===== src/rtl/keypad_emu.sv =====
// keypad_emu
// Emulates a 4x4 matrix keypad for a row-scanning controller. A key-press
// command selects a key and a hold time; the emulator then closes that
// contact with a bounce burst, holds it, releases it with a second bounce
// burst, and enforces a quiet gap before the next key can be pressed.
//
// Ports:
//   mclk         clock, all state changes on the rising edge
//   rst_n        synchronous active-low reset
//   keyout[3:0]  row drive from the scanner, 0 = row driven low
//   keyin[3:0]   column return to the scanner, 0 = closed contact
//   cmd_valid    key-press command offered
//   cmd_ready    command accepted this cycle (IDLE and no abort)
//   cmd_key      key code 1..16, other values rejected with cmd_err
//   cmd_hold_ms  hold time in ms ticks, 0 behaves as 1
//   abort        release the key immediately, skipping bounce and gap
//   busy         high in every state other than IDLE
//   pressed_code latched key while the contact is closed, else 0
//   cmd_err      one-cycle pulse after an invalid key was accepted
module keypad_emu #(
  parameter int TICK_CYCLES   = 32000,
  parameter int BOUNCE_CYCLES = 1600,
  parameter int BOUNCE_EDGES  = 6,
  parameter int GAP_TICKS     = 20
) (
  input  logic       mclk,
  input  logic       rst_n,
  input  logic [3:0] keyout,
  output logic [3:0] keyin,
  input  logic       cmd_valid,
  output logic       cmd_ready,
  input  logic [4:0] cmd_key,
  input  logic [7:0] cmd_hold_ms,
  input  logic       abort,
  output logic       busy,
  output logic [4:0] pressed_code,
  output logic       cmd_err
);

  localparam logic [2:0] IDLE       = 3'd0;
  localparam logic [2:0] BOUNCE_IN  = 3'd1;
  localparam logic [2:0] HOLD       = 3'd2;
  localparam logic [2:0] BOUNCE_OUT = 3'd3;
  localparam logic [2:0] GAP        = 3'd4;

  // The down-counter must cover the longest single phase: a 255 ms hold,
  // the release gap, or one bounce interval.
  localparam longint HOLD_MAX = 64'd255 * longint'(TICK_CYCLES);
  localparam longint GAP_LEN  = longint'(GAP_TICKS) * longint'(TICK_CYCLES);
  localparam longint MAX_A    = (HOLD_MAX > GAP_LEN) ? HOLD_MAX : GAP_LEN;
  localparam longint CNT_MAX  = (MAX_A > longint'(BOUNCE_CYCLES)) ? MAX_A : longint'(BOUNCE_CYCLES);
  localparam int     CW       = $clog2(CNT_MAX + 1);
  localparam int     EW       = (BOUNCE_EDGES < 2) ? 1 : $clog2(BOUNCE_EDGES + 1);

  localparam logic [CW-1:0] BOUNCE_LOAD = CW'(BOUNCE_CYCLES - 1);
  localparam logic [CW-1:0] GAP_LOAD    = CW'(GAP_LEN - 1);
  localparam logic [EW-1:0] EDGE_LAST   = EW'(BOUNCE_EDGES - 1);
  // With no gap configured the release goes straight back to IDLE.
  localparam logic [2:0]    REL_NEXT    = (GAP_TICKS == 0) ? IDLE : GAP;

  logic [2:0]    state;
  logic          contact;
  logic [4:0]    key;
  logic [7:0]    hold_ms;
  logic [CW-1:0] cnt;
  logic [EW-1:0] edges;

  logic          handshake;
  logic          key_ok;
  logic [7:0]    cmd_hold_eff;
  logic [7:0]    hold_src;
  logic [CW-1:0] hold_load;
  logic [3:0]    key_idx;
  logic [1:0]    row;
  logic [1:0]    col;

  assign cmd_ready    = rst_n && (state == IDLE) && !abort;
  assign handshake    = cmd_valid && cmd_ready;
  assign key_ok       = (cmd_key != 5'd0) && (cmd_key <= 5'd16);
  assign busy         = (state != IDLE);
  assign pressed_code = contact ? key : 5'd0;

  // HOLD can be entered straight from IDLE when bouncing is disabled, so the
  // hold length comes from the command in that case and from the latch later.
  assign cmd_hold_eff = (cmd_hold_ms == 8'd0) ? 8'd1 : cmd_hold_ms;
  assign hold_src     = (state == IDLE) ? cmd_hold_eff : hold_ms;
  assign hold_load    = CW'(hold_src) * CW'(TICK_CYCLES) - CW'(1);

  // Key 16 wraps to index 15 in four bits, giving row 3 / column 3.
  assign key_idx = key[3:0] - 4'd1;
  assign row     = key_idx[3:2];
  assign col     = key_idx[1:0];

  // Column return is purely combinational so the scanner sees the contact in
  // the same cycle it drives the row.
  always_comb begin
    keyin = 4'b1111;
    if (contact && !keyout[row]) keyin[col] = 1'b0;
  end

  // Press sequencer: every phase is timed by one down-counter loaded with
  // (length - 1) on entry; bounce phases also count contact toggles.
  always_ff @(posedge mclk) begin
    if (!rst_n) begin
      state   <= IDLE;
      contact <= 1'b0;
      key     <= 5'd0;
      hold_ms <= 8'd0;
      cnt     <= '0;
      edges   <= '0;
      cmd_err <= 1'b0;
    end else begin
      cmd_err <= 1'b0;
      case (state)
        IDLE: begin
          if (handshake) begin
            if (key_ok) begin
              key     <= cmd_key;
              hold_ms <= cmd_hold_eff;
              contact <= 1'b1;
              edges   <= '0;
              if (BOUNCE_EDGES == 0) begin
                state <= HOLD;
                cnt   <= hold_load;
              end else begin
                state <= BOUNCE_IN;
                cnt   <= BOUNCE_LOAD;
              end
            end else begin
              cmd_err <= 1'b1;
            end
          end
        end
        BOUNCE_IN: begin
          if (cnt == '0) begin
            contact <= ~contact;
            if (edges == EDGE_LAST) begin
              state <= HOLD;
              cnt   <= hold_load;
              edges <= '0;
            end else begin
              cnt   <= BOUNCE_LOAD;
              edges <= edges + EW'(1);
            end
          end else begin
            cnt <= cnt - CW'(1);
          end
        end
        HOLD: begin
          if (cnt == '0) begin
            contact <= 1'b0;
            edges   <= '0;
            if (BOUNCE_EDGES == 0) begin
              state <= REL_NEXT;
              cnt   <= GAP_LOAD;
            end else begin
              state <= BOUNCE_OUT;
              cnt   <= BOUNCE_LOAD;
            end
          end else begin
            cnt <= cnt - CW'(1);
          end
        end
        BOUNCE_OUT: begin
          if (cnt == '0) begin
            contact <= ~contact;
            if (edges == EDGE_LAST) begin
              state <= REL_NEXT;
              cnt   <= GAP_LOAD;
              edges <= '0;
            end else begin
              cnt   <= BOUNCE_LOAD;
              edges <= edges + EW'(1);
            end
          end else begin
            cnt <= cnt - CW'(1);
          end
        end
        GAP: begin
          if (cnt == '0) state <= IDLE;
          else           cnt   <= cnt - CW'(1);
        end
        default: begin
          state   <= IDLE;
          contact <= 1'b0;
        end
      endcase
      // Abort overrides whatever the phase logic chose above.
      if (abort && (state != IDLE)) begin
        state   <= IDLE;
        contact <= 1'b0;
      end
    end
  end

endmodule


===== config.mk =====
export PLATFORM = sky130hd
export DESIGN_NAME = keypad_emu
export DESIGN_NICKNAME = d
export VERILOG_FILES = /design/src/rtl/keypad_emu.sv
export SDC_FILE = /design/constraint.sdc
export NUM_CORES = 1
export LEC_CHECK = 0
export ABC_AREA = 1
export ABC_CLOCK_PERIOD_IN_PS = 12900
export CORE_MARGIN = 2
export CORE_UTILIZATION = 50
export CTS_CLUSTER_DIAMETER = 60
export DETAILED_ROUTE_END_ITERATION = 8
export PLACE_DENSITY = 0.81
export RECOVER_POWER = 25
export SLEW_MARGIN = 20
export SYNTH_ARGS = -nofsm -noshare
export SYNTH_HDL_FRONTEND = slang
export SYNTH_SLANG_ARGS = --single-unit

===== constraint.sdc =====
create_clock -name mclk -period 12.9 [get_ports mclk]
set_clock_uncertainty 0.2 [all_clocks]
set_input_delay 3.87 -clock mclk [delete_from_list [all_inputs] [get_ports mclk]]
set_output_delay 3.87 -clock mclk [all_outputs]
set_load 0.02 [all_outputs]

run_1/final_placement.png
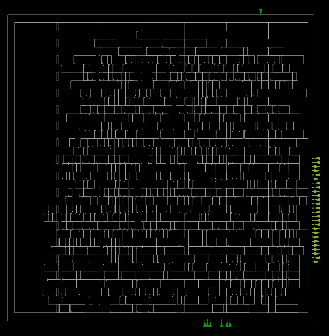
fin util: 0.561
core area: 0.00915 sq mm
seq_cells: 44

run_1/met3.png
Bar = 20 um.
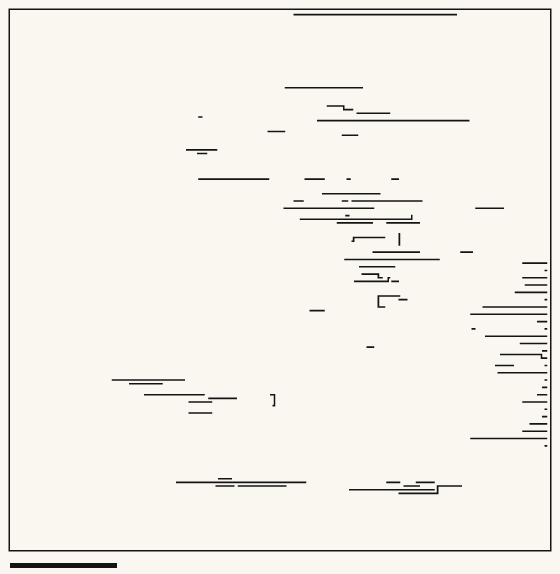
The layer carries 500 um of wire. 70 nets have wire on it.

==> Changelog: implementation, run 1 <==
### Changed

* HPWL Detailed at around 8600 um
* Setup crit end kind: output port
* Top sig layer: met4
* Status: complete, no violations
* Met1 Use GR at 0.298
* Top_reg_cell synth: dfxtp_1
* Unique cell types at about 43
* Hold Startpoint: key[4]
* First-pass GRT wire length at 18700 um
* Initial antenna violation count at 0
* Hold Crit Class: reg -> reg
* CP max-delay cell: dlygate4sd3_1
* Synthesis warning total at 0
* Hold-fix buffers at CTS at 0
* Period utilization at 0.814
* Die area at 0.0101 sq mm
* Vias post-DR at between 4000 and 5000
* Synth Seq Share at 0.189
* CTS tree: yes
* Total routed wirelength at 10600 um
* Post-synthesis cell type with the largest combined area: dfxtp_1
* Pre-Place Util at 0.509
* I/O Buffers at 32
* Drt first pass iters at 5
* Clk buf depth at 2
* CP Data Arrival Time at about 6400 ps
* Worst Slack Setup Final at roughly 2400 ps
* Final Net Count at ~800
* Slew Viols, Final at 0
* Req. time, crit path at between 8000 and 9000 ps
* Layer with the highest usage: met2
* Std cell rows at 35
* Gr usage total at 0.223
* Adder Share, Synth at 0.198
* Diode count at 0
* Worst-path cell chain: dlygate4sd3_1 -> inv_1 -> nor3_1 -> clkdlybuf4s50_1
* Largest logic family: simple AND/OR/NAND/NOR gates
* Hold Path Sink: key[4]
* DIE HEIGHT at between 100 and 150 um
* Post-DRT Antenna Nets at 0
* Gpl congestion at between 0.9 and 1
* Post-Synth Simple-Gate Area at 0.330
* Design area at 0.00514 sq mm
* Post-synth area hogs: dfxtp_1, nand2_1, ha_1, inv_1, fa_1
* Post-Syn Area per Cell at 6.56 sq um
* Post-CTS Resized at 0
* Final TNS setup at 0 ps
* Met3 WL at approximately 500 um
* IO Pins at 33
* Area leader share at 0.189
* Ys cells at slightly above 700
* Worst R2R End: cnt[22]
* Crit-path max cell delay at approximately 950 ps
* Layout cells sized above 1 at 0.0530
* Setup WS pre-CTS at about 2500 ps
* Mux share at 0
* Layout area overhead at 10.4%
* CTS Sinks at about 44
* Rel. slew slack at 0.398
* Buf/Inv on CP at 3
* CTS buffer count at 5
* Critical path's top delay family: buffers and inverters
* Worst r2r path cells at 27
* Avg WL per Cell at between 10 and 15 um
* Met2 usage at 0.389
* Vias per Instance at between 5 and 6
* Largest net degree at the start of global routing at 23
* Cell area after synthesis at ~0.0047 sq mm
* Wl on met1 at about 4900 um
* WS Path Type: in -> out
* Worst-Margin Slew at a little under 900 ps
* Drt drc at 0
* Tool Warnings at 32
* Area after DPL at between 0.005 and 0.006 sq mm
* RSZ-0062 raised after global routing: false
* Final-report hold violation count at 0
run_1/gate_families.png
Bar = 20 um.
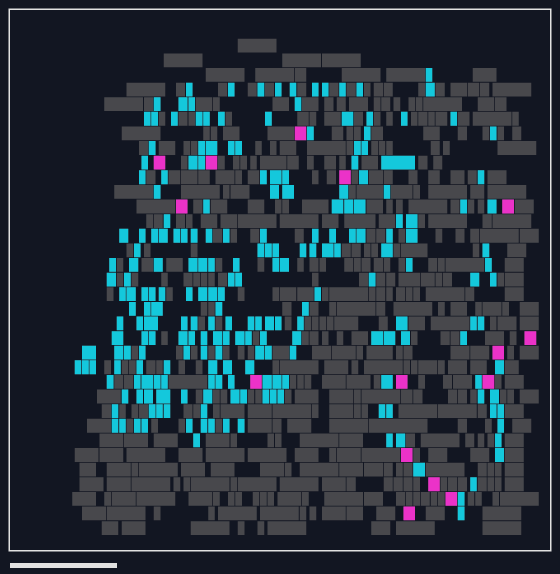
Magenta shows AND and OR gates, cells 15, most used or2_2. Cyan shows NAND gates, cells 226, most used nand2_1.
fin cells: 847
most frequent logic cell in the layout: nand2_1
fraction of area in multi-input gates: 0.629

==> run 1: state kept, by name (all words and copies together) (netlist names) <==
register	cells
cmd_err	1
cnt	23
contact	1
edges	3
hold_ms	8
key	5
state	3
==> run 1: logic make-up (layout without fill, tap and decap cells) <==
| kind of cell | Yosys count | in the layout |
|---|---|---|
| xor+xnor | 28 | 28 |
| simple gates | 343 | 343 |
| flops | 44 | 44 |
| fa+ha+maj | 61 | 61 |
| compound gates | 102 | 102 |
| buf+inv | 131 | 158 |
==> run 1: cells in the final DEF (no fill, tap or decap), types with 5 or more instances in the layout <==
cell type / count
ha_1: 40
xor2_1: 20
nor3_1: 6
nor2_1: 82
nand2_1: 163
or2_2: 10
nand3_1: 41
inv_1: 115
nor2_2: 6
a21oi_1: 40
dfxtp_1: 44
clkdlybuf4s50_1: 24
fa_1: 21
dlygate4sd3_1: 8
nand4_1: 14
o21ai_0: 38
o21ai_1: 8
a31oi_1: 5
xnor2_1: 8
clkbuf_8: 6
==> run 1: area by class of cell <==
cell class / instances / area [sq um]
Fill cell: 855 / 4020
Multi-Input combinational cell: 534 / 3230
Sequential cell: 44 / 881
Inverter: 118 / 443
Timing Repair Buffer: 32 / 320
Tap cell: 111 / 139
Clock buffer: 6 / 82.6
Clock inverter: 2 / 38.8
==> run 1: worst min-delay path, cell delays in order, from the launching register on <==
cell and delay [ps]:
dfxtp_1 310, nand2_1 60, a21oi_1 60
==> run 1: metrics by stage <==
stage | instances | hold WS [ps]
final | 847 | 281
after global routing | 847 | 318
after CTS | 847 | 285
after detailed placement | 839 | 265
after global placement | 839 | 245
after floorplan | 709 | 231
==> run 1: Yosys cell counts (2+ instances only) <==
| library cell | count |
|---|---|
| xor2_1 | 20 |
| nor2_2 | 6 |
| nand2_2 | 5 |
| inv_1 | 115 |
| clkbuf_1 | 5 |
| buf_6 | 3 |
| fa_1 | 21 |
| a31oi_1 | 5 |
| nor2_1 | 82 |
| o21ai_0 | 38 |
| o22ai_1 | 4 |
| a21oi_1 | 40 |
| xnor2_1 | 8 |
| nand2_1 | 162 |
| nor2_4 | 2 |
| or2_2 | 10 |
| inv_2 | 3 |
| nor3_2 | 4 |
| nand3b_1 | 3 |
| nand4_1 | 14 |
| buf_2 | 3 |
| nand3_1 | 40 |
| a211oi_1 | 2 |
| dfxtp_1 | 44 |
| nor3_1 | 5 |
| o21ai_1 | 8 |
| ha_1 | 40 |
| or2_1 | 2 |
==> run 1: worst max path at each step <==
stage / from / to / slack [ps] / cells after the start
final: rst_n / cmd_ready / 2400 / 4
after global routing: rst_n / cmd_ready / 2160 / 4
after CTS: rst_n / cmd_ready / 2530 / 4
after detailed placement: rst_n / cmd_ready / 2540 / 4
after global placement: rst_n / cmd_ready / 2610 / 4
after floorplan: keyout[3] / keyin[1] / 4240 / 5
run_1/density.png
10 x 10 tiles, from black (low) to pale yellow (high), 0 to 100% covered.
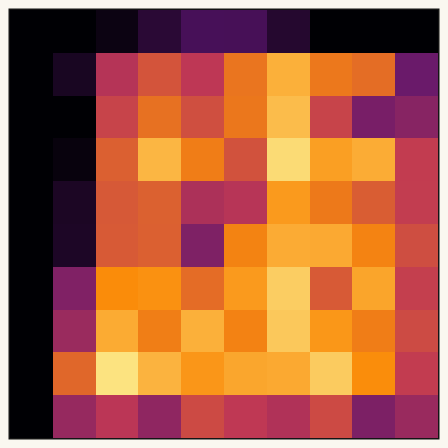

## Run 2: what changed since run 1
--- a/config.mk
+++ b/config.mk
@@ -6,7 +6,7 @@
 export NUM_CORES = 1
 export LEC_CHECK = 0
 export ABC_AREA = 1
-export ABC_CLOCK_PERIOD_IN_PS = 12900
+export ABC_CLOCK_PERIOD_IN_PS = 10640
 export CORE_MARGIN = 2
 export CORE_UTILIZATION = 50
 export CTS_CLUSTER_DIAMETER = 60
==> constraint.sdc (replaced) <==
create_clock -name mclk -period 10.64 [get_ports mclk]
set_clock_uncertainty 0.2 [all_clocks]
set_input_delay 3.192 -clock mclk [delete_from_list [all_inputs] [get_ports mclk]]
set_output_delay 3.192 -clock mclk [all_outputs]
set_load 0.02 [all_outputs]
run_2/density.png
10 x 10 tiles, from black (low) to pale yellow (high), 0 to 100% covered.
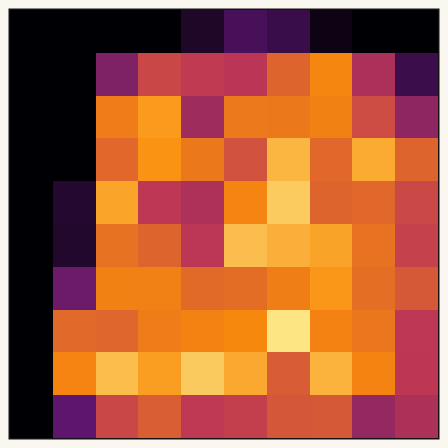
16% of the tiles are over 75% full. The mean over all tiles is 49%. The fullest tile reaches 94%.

==> Changelog: implementation, run 2 <==
### Changed

* Top cells by count: nand2_1, inv_1, nor2_1, dfxtp_1
* Clk buf depth at 2 (unchanged)
* Most frequent logic cell in the layout: nand2_1
* Period utilization at 0.863
* Post-DRT Antenna Nets at 0 (unchanged)
* Final TNS setup at 0 ps (unchanged)
* Setup WS pre-CTS at 1680 ps (-864 ps)
* Placed insts at 839 (unchanged)
* First DRT Iteration DRCs at 279
* Top_reg_cell synth: dfxtp_1
* Register Area at 881 sq um (unchanged)
* Largest registers: cnt: 23 flops, hold_ms: 8 flops, key: 5 flops
* Worst Slack Setup Final at 1460 ps (-947 ps)
* I/O Buffers at 32 (unchanged)
* Synth Seq Share at 0.189 (unchanged)
* Synthesis warning total at 0 (unchanged)
* Largest net degree at the start of global routing at 23 (unchanged)
* Most frequent logic cells in the routed design: nand2_1, inv_1, nor2_1
* Slew Viols, Final at 0 (unchanged)
* Largest register FFs at 23 (unchanged)
* Total routed wirelength at 10600 um (+0.52%)
* Setup crit end kind: output port
* Core area at 0.00915 sq mm (unchanged)
* Gr usage total at 0.226 (+0.00249)
* Cell area after synthesis at 0.00465 sq mm (unchanged)
* HPWL Detailed at 8720 um (+1.4%)
* Initial antenna violation count at 0 (unchanged)
* Req. time, crit path at 7250 ps (-1580 ps)
* RSZ-0062 raised after global routing: false
* Layout cells sized above 1 at 0.0517 (-0.00129)
* Fin cells at 846 (-0.12%)
* Ys cells at 709 (unchanged)
* CP Data Arrival Time at 5790 ps (-640 ps)
* CTS buffer count at 5 (unchanged)
* Die x size at roughly 100 um
* Post-synthesis cell type with the largest combined area: dfxtp_1
* Fill count at 882 (+3.2%)
* Tool Warnings at 32 (unchanged)
* YS chip area at 0.00465 sq mm
* Worst-Margin Slew at 882 ps (-11.9 ps)
* Area leader share at 0.189 (unchanged)
* IO Pins at 33 (unchanged)
* Avg WL per Cell at 12.5 um (+0.64%)
* Worst r2r path cells at 27 (unchanged)
* WS Path Type: in -> out
* Crit Reg-Reg Startpoint: state[1]
* Count leader, synth: nand2_1
* Number of max-cap violations at 0
* Root Buffer: clkbuf_8
* CTS tree: yes
* Post-CTS Resized at 0 (unchanged)
* Die area at 0.0101 sq mm (unchanged)
* Drt first pass iters at 5 (unchanged)
* Final Net Count at 817 (unchanged)
* Worst R2R End: cnt[22]
* CTS Sinks at 44 (unchanged)
* Hold Startpoint: cnt[21]
* Post-Syn Area per Cell at 6.56 sq um (unchanged)
* Post-synth area hogs: dfxtp_1, nand2_1, ha_1, inv_1, fa_1
* Rel. slew slack at 0.406 (+0.00802)
* Hold Path Sink: cnt[21]
* Hold-fix buffers at CTS at 0 (unchanged)
* Hold Crit Class: reg -> reg
* Pre-Place Util at 0.509 (unchanged)
* Vias per Instance at 5.26 (-0.15%)
* Final-report hold violation count at 0 (unchanged)
* Reg2reg setup slack at roughly 4900 ps
* Gpl congestion at 0.944 (-1.8%)
* Drt drc at 0 (unchanged)
* Area taken by multi-input logic gates at 0.00323 sq mm (unchanged)
* First-pass GRT wire length at 18800 um (+0.48%)
* Layout area overhead at 9.52%
* Worst-path cell chain: dlygate4sd3_1 -> inv_1 -> nor3_1 -> clkdlybuf4s50_1
* Vias post-DR at 4451 (-0.27%)
* Crit-path max cell delay at 960 ps (about the same)
* Unique cell types at 43 (unchanged)
* Top reg by flops: cnt
* Diode count at 0 (unchanged)
* Post-synthesis register bit count at ~44
* CP max-delay cell: dlygate4sd3_1
* Std cell rows at 35 (unchanged)
* DIE HEIGHT at 100 um (unchanged)
* Remaining Overflow, GRT at 0
* Status: complete, no violations
run 2: cell counts after synthesis:
Identical to the previous run, type by type.
run 2: worst max-delay path by stage:
stage / from / endpoint / slack (ps)
2_1_floorplan: cmd_hold_ms[3] / cnt[20] / 3240
3_3_place_gp: rst_n / cmd_ready / 1700
3_5_place_dp: rst_n / cmd_ready / 1680
4_1_cts: rst_n / cmd_ready / 1680
5_1_grt: rst_n / cmd_ready / 1280
6_report: rst_n / cmd_ready / 1460
run 2: stage by stage:
step	util	hold WS, ps	instance area, sq um
floorplan	-	231	4650
global placement	0.550	245	5030
detailed placement	0.550	273	5030
CTS	0.559	288	5120
global route	0.557	303	5100
finish	0.557	286	5100
run 2: worst max-delay path, delay by kind of cell:
family	cells	cell delay, ps
buf+inv	3	2150
simple gates	1	450
run 2: cells by family (layout without fill, tap and decap cells):
group | Yosys count | after routing | synth area share
AND-OR/OR-AND | 102 | 102 | 0.119
XOR/XNOR | 28 | 28 | 0.0527
adder cells (fa/ha/maj) | 61 | 61 | 0.198
buffers and inverters | 131 | 157 | 0.112
flip-flops | 44 | 44 | 0.189
AND/OR/NAND/NOR | 343 | 343 | 0.330
run 2: layout make-up:
class                           count  area share
Clock buffer                        5      0.0135
Inverter                          118      0.0869
Clock inverter                      2     0.00245
Timing Repair Buffer               32      0.0628
Multi-Input combinational cell    534       0.634
Sequential cell                    44       0.173
Tap cell                          111      0.0272
run 2: layer usage:
| metal | GRT usage | wire length (um) |
|---|---|---|
| met1 | 0.292 | 5000 |
| met2 | 0.392 | 4930 |
| met3 | 0.0229 | 445 |
| met4 | 0.0801 | 229 |
| met5 | 0 | 0 |
## Run 3: what changed since run 2
--- a/config.mk
+++ b/config.mk
@@ -6,7 +6,7 @@
 export NUM_CORES = 1
 export LEC_CHECK = 0
 export ABC_AREA = 1
-export ABC_CLOCK_PERIOD_IN_PS = 10640
+export ABC_CLOCK_PERIOD_IN_PS = 9400
 export CORE_MARGIN = 2
 export CORE_UTILIZATION = 50
 export CTS_CLUSTER_DIAMETER = 60
==> constraint.sdc (replaced) <==
create_clock -name mclk -period 9.4 [get_ports mclk]
set_clock_uncertainty 0.2 [all_clocks]
set_input_delay 2.82 -clock mclk [delete_from_list [all_inputs] [get_ports mclk]]
set_output_delay 2.82 -clock mclk [all_outputs]
set_load 0.02 [all_outputs]
==> Changelog: implementation, run 3 <==
### Changed

* Worst-Margin Slew at 700 ps (-182 ps)
* Pre-Place Util at 0.509 (unchanged)
* Hold Crit Class: reg -> reg
* Setup crit end kind: output port
* Most frequent logic cell in the layout: nand2_1
* Die x size at 100 um (unchanged)
* Worst-path cell chain: dlygate4sd3_1 -> buf_4 -> inv_1 -> nor3_1 -> clkdlybuf4s50_1
* Latency at later pin at 310 ps
* Number of max-cap violations at 0 (unchanged)
* Drt first pass iters at 6 (+1)
* Crit-path max cell delay at 670 ps (-290 ps)
* Final critical-path required period at around 8000 ps
* Synth Seq Share at 0.189 (unchanged)
* First-pass GRT wire length at 20000 um (+6.7%)
* Synthesis warning total at 0 (unchanged)
* Post-CTS Resized at 0 (unchanged)
* CTS Sinks at 44 (unchanged)
* Req. time, crit path at 6380 ps (-870 ps)
* Slew Viols, Final at 0 (unchanged)
* Largest net degree at the start of global routing at 23 (unchanged)
* Post-Syn Area per Cell at 6.56 sq um (unchanged)
* Diode count at 0 (unchanged)
* Root Buffer: clkbuf_8
* Largest registers: cnt: 23 flops, hold_ms: 8 flops, key: 5 flops
* Initial antenna violation count at 0 (unchanged)
* Layout area overhead at 10.6%
* Final TNS setup at 0 ps (unchanged)
* Gpl congestion at 0.923 (-2.2%)
* Top cells by count: nand2_1, inv_1, nor2_1, dfxtp_1
* Ys cells at 709 (unchanged)
* Vias post-DR at 4539 (+2.0%)
* Final-report hold violation count at 0 (unchanged)
* DIE HEIGHT at 100 um (unchanged)
* Total routed wirelength at 11300 um (+6.5%)
* Unique cell types at 43 (unchanged)
* Die area at 0.0101 sq mm (unchanged)
* Final worst hold slack at 270 ps (-16.2 ps)
* Post-synth area hogs: dfxtp_1, nand2_1, ha_1, inv_1, fa_1
* Vias per Instance at 5.35 (+1.6%)
* Clk buf depth at 2 (unchanged)
* CTS H-tree lvls at 2
* CP max-delay cell: clkdlybuf4s50_1
* Most frequent logic cells in the routed design: nand2_1, inv_1, nor2_1
* Rel. slew slack at 0.533 (+0.127)
* Largest register FFs at 23 (unchanged)
* Status: complete, no violations
* Post-synthesis cell type with the largest combined area: dfxtp_1
* Avg WL per Cell at 13.3 um (+6.1%)
* Tool Warnings at 32 (unchanged)
* Layout cells sized above 1 at 0.0556 (+0.00385)
* Core area at 0.00915 sq mm (unchanged)
* Post-DRT Antenna Nets at 0 (unchanged)
* Area leader share at 0.189 (unchanged)
* Final Net Count at 819 (+0.24%)
* Count leader, synth: nand2_1
* CP Data Arrival Time at 5010 ps (-780 ps)
* Hold-fix buffers at CTS at 0 (unchanged)
* I/O Buffers at 32 (unchanged)
* Top_reg_cell synth: dfxtp_1
* RSZ-0062 raised after global routing: false
* Gr usage total at 0.241 (+0.0158)
* First DRT Iteration DRCs at 259 (-7.2%)
* Peak fanout along the critical path at 22
* Cell area after synthesis at 0.00465 sq mm (unchanged)
* Remaining Overflow, GRT at 0 (unchanged)
* IO Pins at 33 (unchanged)
* Top reg by flops: cnt
* CTS buffer count at 5 (unchanged)
* CTS tree: yes
* Period utilization at 0.855
* Post-synthesis register bit count at 44 (unchanged)
* WS Path Type: in -> out
* Drt drc at 0 (unchanged)
* YS chip area at 0.00465 sq mm (unchanged)
-- run 3: cell count changes in the layout (fill, tap and decap cells not counted) --
cell,previous run,this run
clkinv_2,1,0
buf_4,0,2
clkinv_4,0,2
clkinvlp_4,1,0
bufinv_16,0,1
-- run 3: per-stage QoR --
step / std cells / setup slack (ps) / utilization / area [sq um]
after floorplan: 709 / 2370 / - / 4650
after global placement: 841 / 1460 / 0.552 / 5050
after detailed placement: 841 / 1370 / 0.552 / 5050
after CTS: 849 / 1530 / 0.564 / 5170
after global routing: 849 / 1250 / 0.562 / 5150
final: 849 / 1370 / 0.562 / 5150
-- run 3: area by class of cell --
type | count | area [sq um]
fill | 844 | 4010
multi-input combinational | 534 | 3230
sequential | 44 | 881
inverter | 118 | 443
timing repair buffer | 34 | 335
tap | 111 | 139
clock buffer | 5 | 68.8
clock inverter | 3 | 47.5
-- run 3: final timing paths --
path                  from         to  slack [ps]  cells after the start
setup / recovery     rst_n  cmd_ready        1370                      5
hold / removal      key[4]     key[4]         270                      2
setup reg to reg  state[1]    cnt[20]        3770                     27
hold reg to reg     key[4]     key[4]         270                      2
-- run 3: routing by layer --
layer	global-route usage	up-vias	part of all wire
li1	-	2315	-
met1	0.321	2093	0.47
met2	0.420	113	0.47
met3	0.0264	18	0.043
met4	0.0580	0	0.014
met5	0	-	0
-- run 3: cells by family after synthesis --
logic type	share of synthesized area
AOI/OAI and AO/OA	0.119
DFF	0.189
and+or+nand+nor	0.330
xor gates and xnor gates	0.0527
adders and majority gates	0.198
buffers and inverters	0.112
-- run 3: worst max-delay path: cells and delay by family --
kind          cells  cell delay, ps
buf+inv           4            1780
simple gates      1             410
run_3/final_placement.png
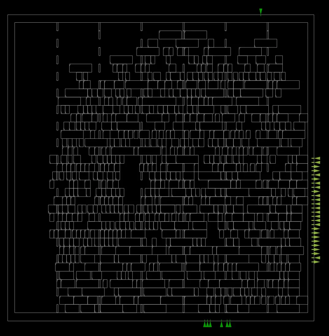
fin util: 0.562
fin cells: 849
TAP cells: 111
std cell rows: 35

